run_1/wires.png
Only two layers are drawn.
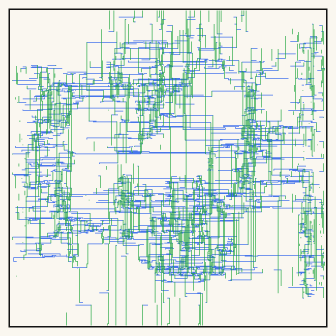
run_1/io_fan.png
Scale bar: 50 µm.
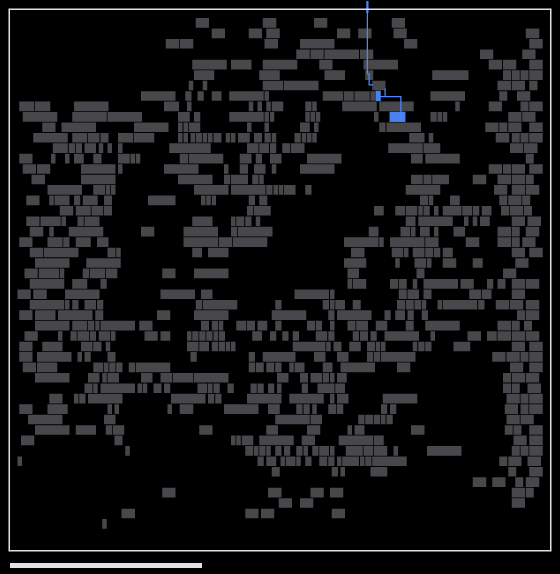
run_1/detail.png
Region (15, 86) to (55, 126) µm. Cells in grey, sequential cells in the stronger grey; small squares are vias.
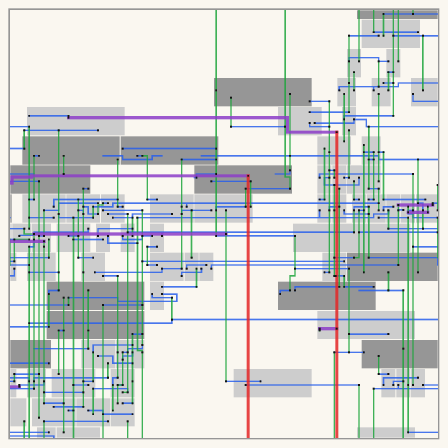
$ cat config.mk
export PLATFORM = sky130hd
export DESIGN_NAME = sdram_burst_client
export DESIGN_NICKNAME = d
export VERILOG_FILES = /design/src/rtl/sdram_burst_client.sv
export SDC_FILE = /design/constraint.sdc
export NUM_CORES = 1
export LEC_CHECK = 0
export CELL_PAD_IN_SITES_DETAIL_PLACEMENT = 0
export CELL_PAD_IN_SITES_GLOBAL_PLACEMENT = 1
export CORE_MARGIN = 1.5
export CORE_UTILIZATION = 25
export DETAILED_ROUTE_END_ITERATION = 10
export PLACE_DENSITY = 0.72
export SKIP_LAST_GASP = 1
export SLEW_MARGIN = 40
export SYNTH_ARGS = -nofsm -noshare
export SYNTH_HDL_FRONTEND = slang
export SYNTH_SLANG_ARGS = --single-unit
$ cat constraint.sdc
create_clock -name clk -period 3.3 [get_ports clk]
set_clock_uncertainty 0.05 [all_clocks]
set_input_delay 0.825 -clock clk [delete_from_list [all_inputs] [get_ports clk]]
set_output_delay 0.825 -clock clk [all_outputs]
set_load 0.02 [all_outputs]
$ cat src/rtl/sdram_burst_client.sv
// Host-side burst front end for the SDRAM controller: splits a block request into
// BURST_LEN-word commands and streams write data in / read data out, one command at a time.
package sdram_pkg;
    typedef enum logic {READ_CMD = 1'b0, WRITE_CMD = 1'b1} sdram_rw_t;

    typedef struct packed {
        logic [23:0] addr;
        sdram_rw_t   rw;
        logic        auto_precharge_en;
    } sdram_cmd_t;
endpackage

module sdram_burst_client #(
    parameter int ADDR_WIDTH = 24,
    parameter int DATA_WIDTH = 16,
    parameter int BURST_LEN  = 8,
    parameter int LEN_WIDTH  = 16
) (
    input  logic                  clk,
    input  logic                  rstn,
    input  logic                  req_valid,
    output logic                  req_ready,
    input  logic                  req_write,
    input  logic [ADDR_WIDTH-1:0] req_addr,
    input  logic [LEN_WIDTH-1:0]  req_len,
    output logic                  busy,
    output logic                  done,
    output logic                  err,
    input  logic                  wr_in_valid,
    output logic                  wr_in_ready,
    input  logic [DATA_WIDTH-1:0] wr_in_data,
    output logic                  rd_out_valid,
    input  logic                  rd_out_ready,
    output logic [DATA_WIDTH-1:0] rd_out_data,
    output logic                  rd_out_last,
    output logic                  cmd_valid,
    input  logic                  cmd_ready,
    output sdram_pkg::sdram_cmd_t cmd_data,
    output logic                  wdata_valid,
    input  logic                  wdata_ready,
    output logic [DATA_WIDTH-1:0] wdata,
    output logic [1:0]            wdata_dqm,
    input  logic                  resp_valid,
    output logic                  resp_ready,
    input  logic [DATA_WIDTH-1:0] resp_data,
    input  logic                  resp_last,
    output logic [2:0]            state_dbg
);
    import sdram_pkg::*;

    typedef enum logic [2:0] {IDLE, ISSUE, WDATA, RDATA, FINISH} state_t;

    localparam int BEAT_W = (BURST_LEN > 1) ? $clog2(BURST_LEN) : 1;
    localparam logic [BEAT_W-1:0]     LAST_BEAT  = BEAT_W'(BURST_LEN - 1);
    localparam logic [ADDR_WIDTH-1:0] BURST_STEP = ADDR_WIDTH'(BURST_LEN);
    localparam logic [ADDR_WIDTH-1:0] ALIGN_MASK = ~ADDR_WIDTH'(BURST_LEN - 1);

    state_t                  state;
    logic                    write_q;
    logic [ADDR_WIDTH-1:0]   addr_q;
    logic [LEN_WIDTH-1:0]    bursts_left;
    logic [BEAT_W-1:0]       beat_cnt;

    logic                    in_wdata;
    logic                    in_rdata;
    logic                    wd_fire;
    logic                    rd_fire;
    logic                    last_beat;
    logic                    final_burst;
    logic [ADDR_WIDTH-1:0]   req_addr_aligned;
    logic [ADDR_WIDTH-1:0]   next_addr;
    logic [LEN_WIDTH-1:0]    left_m1;

    // Auto-precharge closes the row when the block ends here or the next burst starts a new row.
    function automatic sdram_cmd_t make_cmd(input logic [ADDR_WIDTH-1:0] a,
                                            input logic [LEN_WIDTH-1:0]  left,
                                            input logic                  wr);
        logic [ADDR_WIDTH-1:0] nxt;
        sdram_cmd_t            c;
        nxt = a + BURST_STEP;
        c = '0;
        c.addr = 24'(a);
        c.rw = wr ? WRITE_CMD : READ_CMD;
        c.auto_precharge_en = (left == LEN_WIDTH'(1)) || (nxt[8:0] == 9'd0);
        return c;
    endfunction

    assign state_dbg        = state;
    assign in_wdata         = (state == WDATA);
    assign in_rdata         = (state == RDATA);
    assign last_beat        = (beat_cnt == LAST_BEAT);
    assign final_burst      = (bursts_left == LEN_WIDTH'(1));
    assign req_addr_aligned = req_addr & ALIGN_MASK;
    assign next_addr        = addr_q + BURST_STEP;
    assign left_m1          = bursts_left - LEN_WIDTH'(1);

    // Every stream moves a word on a cycle where valid && ready at the rising edge;
    // in the data states both sides are wired straight through and gated by state.
    assign wdata_valid  = in_wdata & wr_in_valid;
    assign wr_in_ready  = in_wdata & wdata_ready;
    assign wdata        = in_wdata ? wr_in_data : '0;
    assign wdata_dqm    = 2'b00;
    assign rd_out_valid = in_rdata & resp_valid;
    assign resp_ready   = in_rdata & rd_out_ready;
    assign rd_out_data  = in_rdata ? resp_data : '0;
    assign rd_out_last  = in_rdata & last_beat & final_burst;
    assign wd_fire      = wdata_valid & wdata_ready;
    assign rd_fire      = rd_out_valid & rd_out_ready;

    always_ff @(posedge clk or negedge rstn) begin
        if (!rstn) begin
            state       <= IDLE;
            req_ready   <= 1'b1;
            busy        <= 1'b0;
            done        <= 1'b0;
            err         <= 1'b0;
            cmd_valid   <= 1'b0;
            cmd_data    <= '0;
            write_q     <= 1'b0;
            addr_q      <= '0;
            bursts_left <= '0;
            beat_cnt    <= '0;
        end else begin
            done <= 1'b0;
            case (state)
                IDLE: begin
                    if (req_valid) begin
                        write_q     <= req_write;
                        addr_q      <= req_addr_aligned;
                        bursts_left <= req_len;
                        err         <= 1'b0;
                        req_ready   <= 1'b0;
                        busy        <= 1'b1;
                        if (req_len == '0) begin
                            state <= FINISH;
                            done  <= 1'b1;
                        end else begin
                            state     <= ISSUE;
                            cmd_valid <= 1'b1;
                            cmd_data  <= make_cmd(req_addr_aligned, req_len, req_write);
                        end
                    end
                end
                ISSUE: begin
                    if (cmd_ready) begin
                        cmd_valid <= 1'b0;
                        beat_cnt  <= '0;
                        state     <= write_q ? WDATA : RDATA;
                    end
                end
                WDATA, RDATA: begin
                    // The local beat count decides burst boundaries; resp_last only flags disagreement.
                    if (rd_fire && (resp_last != last_beat))
                        err <= 1'b1;
                    if (wd_fire || rd_fire) begin
                        beat_cnt <= beat_cnt + 1'b1;
                        if (last_beat) begin
                            addr_q      <= next_addr;
                            bursts_left <= left_m1;
                            if (left_m1 == '0) begin
                                state <= FINISH;
                                done  <= 1'b1;
                            end else begin
                                state     <= ISSUE;
                                cmd_valid <= 1'b1;
                                cmd_data  <= make_cmd(next_addr, left_m1, write_q);
                            end
                        end
                    end
                end
                FINISH: begin
                    state     <= IDLE;
                    busy      <= 1'b0;
                    req_ready <= 1'b1;
                end
                default: begin
                    state     <= IDLE;
                    busy      <= 1'b0;
                    req_ready <= 1'b1;
                    cmd_valid <= 1'b0;
                end
            endcase
        end
    end

endmodule

==> flow_metrics.env, run 1 <==
# yosys + openroad results
export IMPL_status="finished clean"
export IMPL_drive_gt1_frac=0.125
export IMPL_dp_slack_ns=0.118
export IMPL_met3_length_um=1290
export IMPL_core_area_um2=18600
export IMPL_grt_use_met3=0.0577
export IMPL_netlist_instances=537
export IMPL_cts_setup_buffers=0
export IMPL_fin_hold_ws_ns=0.445
export IMPL_path_common_cell="buf_4"
export IMPL_enable_flop_cells=0
export IMPL_ys_seq_frac=0.385
export IMPL_postPlaceCellArea_um2=6510
export IMPL_met2_usage=0.247
export IMPL_tap_cells=234
export IMPL_io_buffer_count=149
export IMPL_dieArea_um2=19800
export IMPL_ys_sh_simple=0.261
export IMPL_crit_fanout=6
export IMPL_dp_cells=904
export IMPL_yosys_area_share_aoi=0.140
export IMPL_signal_buffers=171
export IMPL_lay_top_cells="147 x clkdlybuf4s50_1, 72 x dfrtp_1, 64 x nand2_1, 50 x nor2_1, 37 x o21ai_0"
export IMPL_reg_top3="cmd_data x24, addr_q x21, bursts_left x16"
export IMPL_via_count=4474
export IMPL_worst_pin_slew_ns=0.706
export IMPL_syn_area_per_cell_um2=8.83
export IMPL_path_cells="inv_1 -> ha_1 -> or4b_1 -> buf_4 -> o21ai_2 -> nor4b_4 -> nand3_2 -> o21ai_4 -> buf_4 -> mux2_4"
export IMPL_rsz0062_at_grt="false"
export IMPL_inv_count=11
export IMPL_synth_distinct_cells=61
export IMPL_min_period_ns=3.14
export IMPL_seqPwrFrac=0.296
export IMPL_cp_slowest_cell="or4b_1"
export IMPL_r2r_slack_ns=0.16
export IMPL_largestClassByArea="logic gates"
export IMPL_grt_max_degree=74
export IMPL_final_nonclk_buf_share=0.245
export IMPL_cts_resized=1
export IMPL_final_core_util=0.366
export IMPL_n_fill_cell=1885
export IMPL_logic_area_um2=2690
export IMPL_cts_sinks=73
export IMPL_seq_area_um2=1830
export IMPL_crit_family="simple AND/OR/NAND/NOR gates"
export IMPL_dr_wl_met2_um=6630
export IMPL_async_flop_share=1.00
export IMPL_fa_ha_area_frac=0.0185
export IMPL_pwr_share_comb=0.533
export IMPL_fp_dieW_um=141
export IMPL_power_group_top="combinational logic"
export IMPL_top_area_cell="dfrtp_1"
export IMPL_yosys_top_cells_count="72 x dfrtp_1, 64 x nand2_1, 50 x nor2_1, 37 x o21ai_0, 30 x a21oi_1"
export IMPL_place_congestion=0.786
export IMPL_setup_worst_path_end="cmd_data[5]"
export IMPL_top_cell="dfrtp_1"
export IMPL_largest_reg_flops=24
export IMPL_drtIter0Drc=189
export IMPL_pwr_share_clk=0.170
export IMPL_ctsHoldBuffers=0
export IMPL_dr_pass1_iters=4
export IMPL_netSwitchingPower_mw=2.42
export IMPL_finalHoldViolations=0
export IMPL_seq_cells=73
export IMPL_num_rows=50
export IMPL_setup_viol=0
export IMPL_synth_cell_area_um2=4740
export IMPL_grt_use_total=0.146
export IMPL_mux_share=0.0984
export IMPL_min_path_type="flop to flop"
export IMPL_sw_frac_of_total=0.417
export IMPL_reg2reg_depth=10
export IMPL_crit_buf_inv=3
export IMPL_worst_endpoint_arrival_ns=3.32
export IMPL_insertedDiodeCount=0
export IMPL_clockRootBuffer="clkbuf_16"
export IMPL_grt_pass1_vias=4428
export IMPL_p_seq_mw=1.72
export IMPL_cts_buffers=9
export IMPL_ant_nets=0
-- wires.png (at the start) --
metal 1: marked blue, wire length 6,120 µm. metal 2: marked green, wire length 6,630 µm.

-- io_fan.png (at the start) --
req_write: marked blue, bits 1, direction input, end cells 2, buffers 1, wire 33.9 µm.

-- detail.png (at the start) --
metal 3: marked purple. metal 4: marked red. metal 1: marked blue. metal 2: marked green.
Netlist names of flops here include addr_q (9), cmd_data (1). Sequential cells in the window: 10. 64 logic cells have their middle in the window. Most frequent: nand2_1 (18), dfrtp_1 (10).

==> run 2, diff against run 1 <==
==> config.mk (replaced) <==
export PLATFORM = sky130hd
export DESIGN_NAME = sdram_burst_client
export DESIGN_NICKNAME = d
export VERILOG_FILES = /design/src/rtl/sdram_burst_client.sv
export SDC_FILE = /design/constraint.sdc
export NUM_CORES = 1
export LEC_CHECK = 0
export CELL_PAD_IN_SITES_DETAIL_PLACEMENT = 2
export CELL_PAD_IN_SITES_GLOBAL_PLACEMENT = 2
export CORE_MARGIN = 1.5
export CORE_UTILIZATION = 25
export DETAILED_ROUTE_END_ITERATION = 10
export PLACE_DENSITY = 0.86
export SKIP_LAST_GASP = 1
export SLEW_MARGIN = 40
export SYNTH_ARGS = -nofsm -noshare
export SYNTH_HDL_FRONTEND = slang
export SYNTH_SLANG_ARGS = --single-unit
export TNS_END_PERCENT = 20
==> constraint.sdc (replaced) <==
create_clock -name clk -period 3.8 [get_ports clk]
set_clock_uncertainty 0.05 [all_clocks]
set_input_delay 0.95 -clock clk [delete_from_list [all_inputs] [get_ports clk]]
set_output_delay 0.95 -clock clk [all_outputs]
set_load 0.02 [all_outputs]
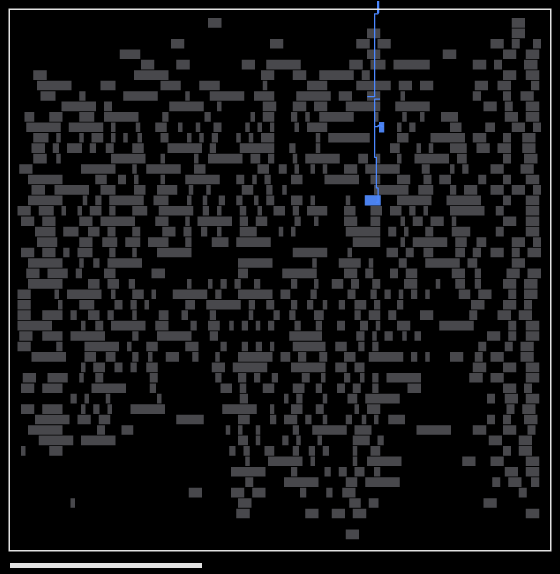
run_2/io_fan.png
Scale bar: 50 µm.
req_write: marked blue, bits 1, direction input, end cells 2, buffers 1, wire 57.6 µm.

==> run 2 against run 1 <==
Sequential power is about 10% lower; critical path type is now flop to output pin; register-to-register slack better by 0.33 ns; first-iteration DRC count is 41% lower; worst hold slack better by 0.0062 ns; synthesized cell count stayed put; synthesized area stayed put; highest routed layer unchanged; worst setup slack better by 0.023 ns; core utilization is 0.51 points lower; global-route usage is 2.8 points higher; routed wire length is 19% higher; critical endpoint is now rd_out_last.
==> flow_metrics.env, run 2 <==
# yosys + openroad results
export IMPL_status="finished clean"
export IMPL_lay_top_cells="148 x clkdlybuf4s50_1, 72 x dfrtp_1, 64 x nand2_1, 49 x nor2_1, 37 x o21ai_0"
export IMPL_place_congestion=0.817
export IMPL_dieArea_um2=19800
export IMPL_yosysWarnings=0
export IMPL_yosys_area_share_aoi=0.140
export IMPL_cts_sinks=73
export IMPL_min_path_type="flop to flop"
export IMPL_grt_pass1_vias=5073
export IMPL_io_buffer_count=149
export IMPL_syn_area_per_cell_um2=8.83
export IMPL_cts_setup_buffers=0
export IMPL_async_flop_share=1.00
export IMPL_fa_ha_area_frac=0.0185
export IMPL_relSlewSlack=0.548
export IMPL_final_core_util=0.361
export IMPL_pwr_share_clk=0.169
export IMPL_yosys_top_cells_count="72 x dfrtp_1, 64 x nand2_1, 50 x nor2_1, 37 x o21ai_0, 30 x a21oi_1"
export IMPL_crit_fanout=9
export IMPL_top_area_cell="dfrtp_1"
export IMPL_logic_area_um2=2680
export IMPL_dr_pass1_iters=4
export IMPL_via_count=4593
export IMPL_drtIter0Drc=112
export IMPL_mux_share=0.0984
export IMPL_drive_gt1_frac=0.107
export IMPL_seq_area_um2=1830
export IMPL_rsz0062_at_grt="false"
export IMPL_dp_cells=893
export IMPL_p_seq_mw=1.52
export IMPL_seqPwrFrac=0.299
export IMPL_antenna_found_initial=0
export IMPL_reg2reg_depth=9
export IMPL_largest_reg_flops=24
export IMPL_power_group_top="combinational logic"
export IMPL_largestClassByArea="logic gates"
export IMPL_layout_cells_non_filler=908
export IMPL_netSwitchingPower_mw=2.20
export IMPL_ant_nets=0
export IMPL_ys_seq_frac=0.385
export IMPL_final_nonclk_buf_share=0.237
export IMPL_grt_overflow=0
export IMPL_grt_use_total=0.174
export IMPL_postPlaceCellArea_um2=6440
export IMPL_p_leak_nw=2.74
export IMPL_cts_buffers=9
export IMPL_seq_cells=73
export IMPL_core_area_um2=18600
export IMPL_synth_cell_area_um2=4740
export IMPL_cp_slowest_cell="clkdlybuf4s50_1"
export IMPL_signal_buffers=160
export IMPL_met3_length_um=1230
export IMPL_met2_usage=0.314
export IMPL_sw_frac_of_total=0.432
export IMPL_dr_wl_met2_um=8520
export IMPL_grt_max_degree=65
export IMPL_insertedDiodeCount=0
export IMPL_worst_pin_slew_ns=0.678
export IMPL_path_cells="nor4_1 -> nand4_1 -> nor3_1 -> clkdlybuf4s50_1"
export IMPL_routed_wl_um=16900
export IMPL_top_cell="dfrtp_1"
export IMPL_cts_resized=0
export IMPL_n_fill_cell=2086
export IMPL_crit_family="simple AND/OR/NAND/NOR gates"
export IMPL_xor_share=0.0425
export IMPL_fin_hold_ws_ns=0.451
export IMPL_setup_viol=0
export IMPL_r2r_slack_ns=0.49
export IMPL_nNetsFinal=759
export IMPL_reg_top3="cmd_data x24, addr_q x21, bursts_left x16"
export IMPL_dp_slack_ns=0.330
export IMPL_crit_buf_inv=1
export IMPL_synth_distinct_cells=61
export IMPL_setup_worst_path_end="rd_out_last"
export IMPL_clockRootBuffer="clkbuf_16"
export IMPL_worst_endpoint_arrival_ns=2.62
export IMPL_enable_flop_cells=0
export IMPL_ys_sh_simple=0.261
export IMPL_ctsHoldBuffers=0
export IMPL_tap_cells=234
export IMPL_pwr_share_comb=0.532
export IMPL_num_rows=50
export IMPL_grt_use_met3=0.0598
export IMPL_min_period_ns=3.62
==> run 3, diff against run 2 <==
--- a/config.mk
+++ b/config.mk
@@ -7,12 +7,11 @@
 export LEC_CHECK = 0
 export CELL_PAD_IN_SITES_DETAIL_PLACEMENT = 2
 export CELL_PAD_IN_SITES_GLOBAL_PLACEMENT = 2
-export CORE_MARGIN = 1.5
 export CORE_UTILIZATION = 25
 export DETAILED_ROUTE_END_ITERATION = 10
 export PLACE_DENSITY = 0.86
 export SKIP_LAST_GASP = 1
-export SLEW_MARGIN = 40
+export SLEW_MARGIN = 0
 export SYNTH_ARGS = -nofsm -noshare
 export SYNTH_HDL_FRONTEND = slang
 export SYNTH_SLANG_ARGS = --single-unit
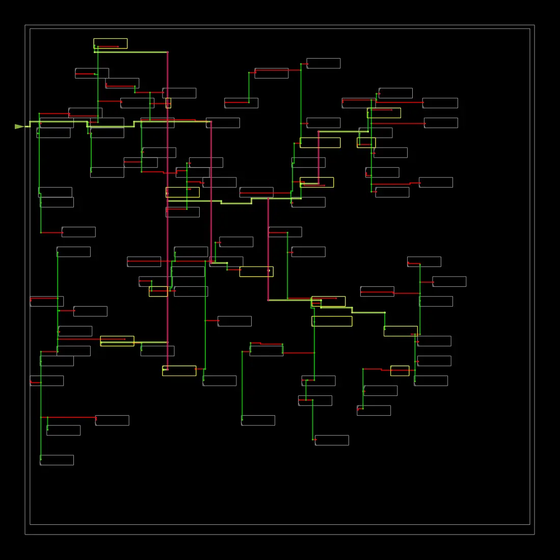
run_3/clocks.png
clk sinks: 73
Power Clock: 0.962 mW
total CTS buffers: 9
Flops: 73
Insertion Delay late pin: 0.35 ns

==> run 3 against run 2 <==
Worst hold slack lost 0.0065 ns; design area grew 0.26%; sequential cell count is the same; clock power grew 12%; maximum frequency grew 0.50%; register-to-register slack lost 0.10 ns; critical path type unchanged.
==> flow_metrics.env, run 3 <==
# yosys + openroad results
export IMPL_status="finished clean"
export IMPL_io_buffer_count=149
export IMPL_syn_area_per_cell_um2=8.83
export IMPL_power_group_top="combinational logic"
export IMPL_grt_use_met3=0.0513
export IMPL_mux_share=0.0984
export IMPL_sw_frac_of_total=0.424
export IMPL_synth_cell_area_um2=4740
export IMPL_dr_pass1_iters=4
export IMPL_reg_top3="cmd_data x24, addr_q x21, bursts_left x16"
export IMPL_setup_viol=0
export IMPL_p_leak_nw=2.76
export IMPL_yosys_area_share_aoi=0.140
export IMPL_largest_reg_flops=24
export IMPL_async_flop_share=1.00
export IMPL_final_core_util=0.362
export IMPL_dieArea_um2=19500
export IMPL_clockRootBuffer="clkbuf_16"
export IMPL_grt_pass1_vias=5215
export IMPL_tap_cells=234
export IMPL_logic_area_um2=2690
export IMPL_path_cells="nor4_1 -> nand4_1 -> nor3_1 -> clkdlybuf4s50_1"
export IMPL_top_layer="met4"
export IMPL_gr_max_usage_layer="met2"
export IMPL_layout_cells_non_filler=905
export IMPL_cts_resized=0
export IMPL_yosysWarnings=0
export IMPL_relSlewSlack=0.329
export IMPL_rsz0062_at_grt="false"
export IMPL_fa_ha_area_frac=0.0185
export IMPL_crit_family="simple AND/OR/NAND/NOR gates"
export IMPL_fp_dieW_um=140
export IMPL_inv_count=11
export IMPL_drive_gt1_frac=0.104
export IMPL_postPlaceCellArea_um2=6400
export IMPL_routed_wl_um=17300
export IMPL_pwr_share_comb=0.520
export IMPL_hold_path_end="req_ready"
export IMPL_place_congestion=0.796
export IMPL_finalHoldViolations=0
export IMPL_antenna_found_initial=0
export IMPL_netlist_instances=537
export IMPL_met3_length_um=1030
export IMPL_top_area_cell="dfrtp_1"
export IMPL_pwr_share_clk=0.184
export IMPL_via_count=4677
export IMPL_ys_sh_simple=0.261
export IMPL_yosys_top_cells_count="72 x dfrtp_1, 64 x nand2_1, 50 x nor2_1, 37 x o21ai_0, 30 x a21oi_1"
export IMPL_met2_usage=0.335
export IMPL_period_used=0.948
export IMPL_route_detailed_drc=0
export IMPL_p_seq_mw=1.55
export IMPL_dp_slack_ns=0.277
export IMPL_largestClassByArea="logic gates"
export IMPL_irDropWorstVdd_uv=283
export IMPL_min_path_type="flop to flop"
export IMPL_fin_hold_ws_ns=0.445
export IMPL_reg2reg_depth=9
export IMPL_n_fill_cell=2061
export IMPL_grt_overflow=0
export IMPL_nNetsFinal=756
export IMPL_grt_use_total=0.184
export IMPL_synth_distinct_cells=61
export IMPL_crit_buf_inv=1
export IMPL_cts_setup_buffers=0
export IMPL_seq_area_um2=1830
export IMPL_top_cell="dfrtp_1"
export IMPL_final_nonclk_buf_share=0.232
export IMPL_enable_flop_cells=0
export IMPL_min_period_ns=3.60
export IMPL_signal_buffers=157
export IMPL_setup_worst_path_end="rd_out_last"
export IMPL_dr_wl_met2_um=8910
export IMPL_grt_max_degree=74
export IMPL_ctsHoldBuffers=0
export IMPL_num_rows=50
export IMPL_seqPwrFrac=0.296
export IMPL_core_area_um2=18600
export IMPL_drtIter0Drc=129
export IMPL_crit_fanout=9
export IMPL_xor_share=0.0425
export IMPL_ant_nets=0
export IMPL_netSwitchingPower_mw=2.22
export IMPL_lay_top_cells="148 x clkdlybuf4s50_1, 72 x dfrtp_1, 64 x nand2_1, 50 x nor2_1, 37 x o21ai_0"
export IMPL_cp_slowest_cell="clkdlybuf4s50_1"
export IMPL_worst_pin_slew_ns=1.01
export IMPL_use_met1=0.202
No activity file was given, so power comes from the tool's default toggle rates.
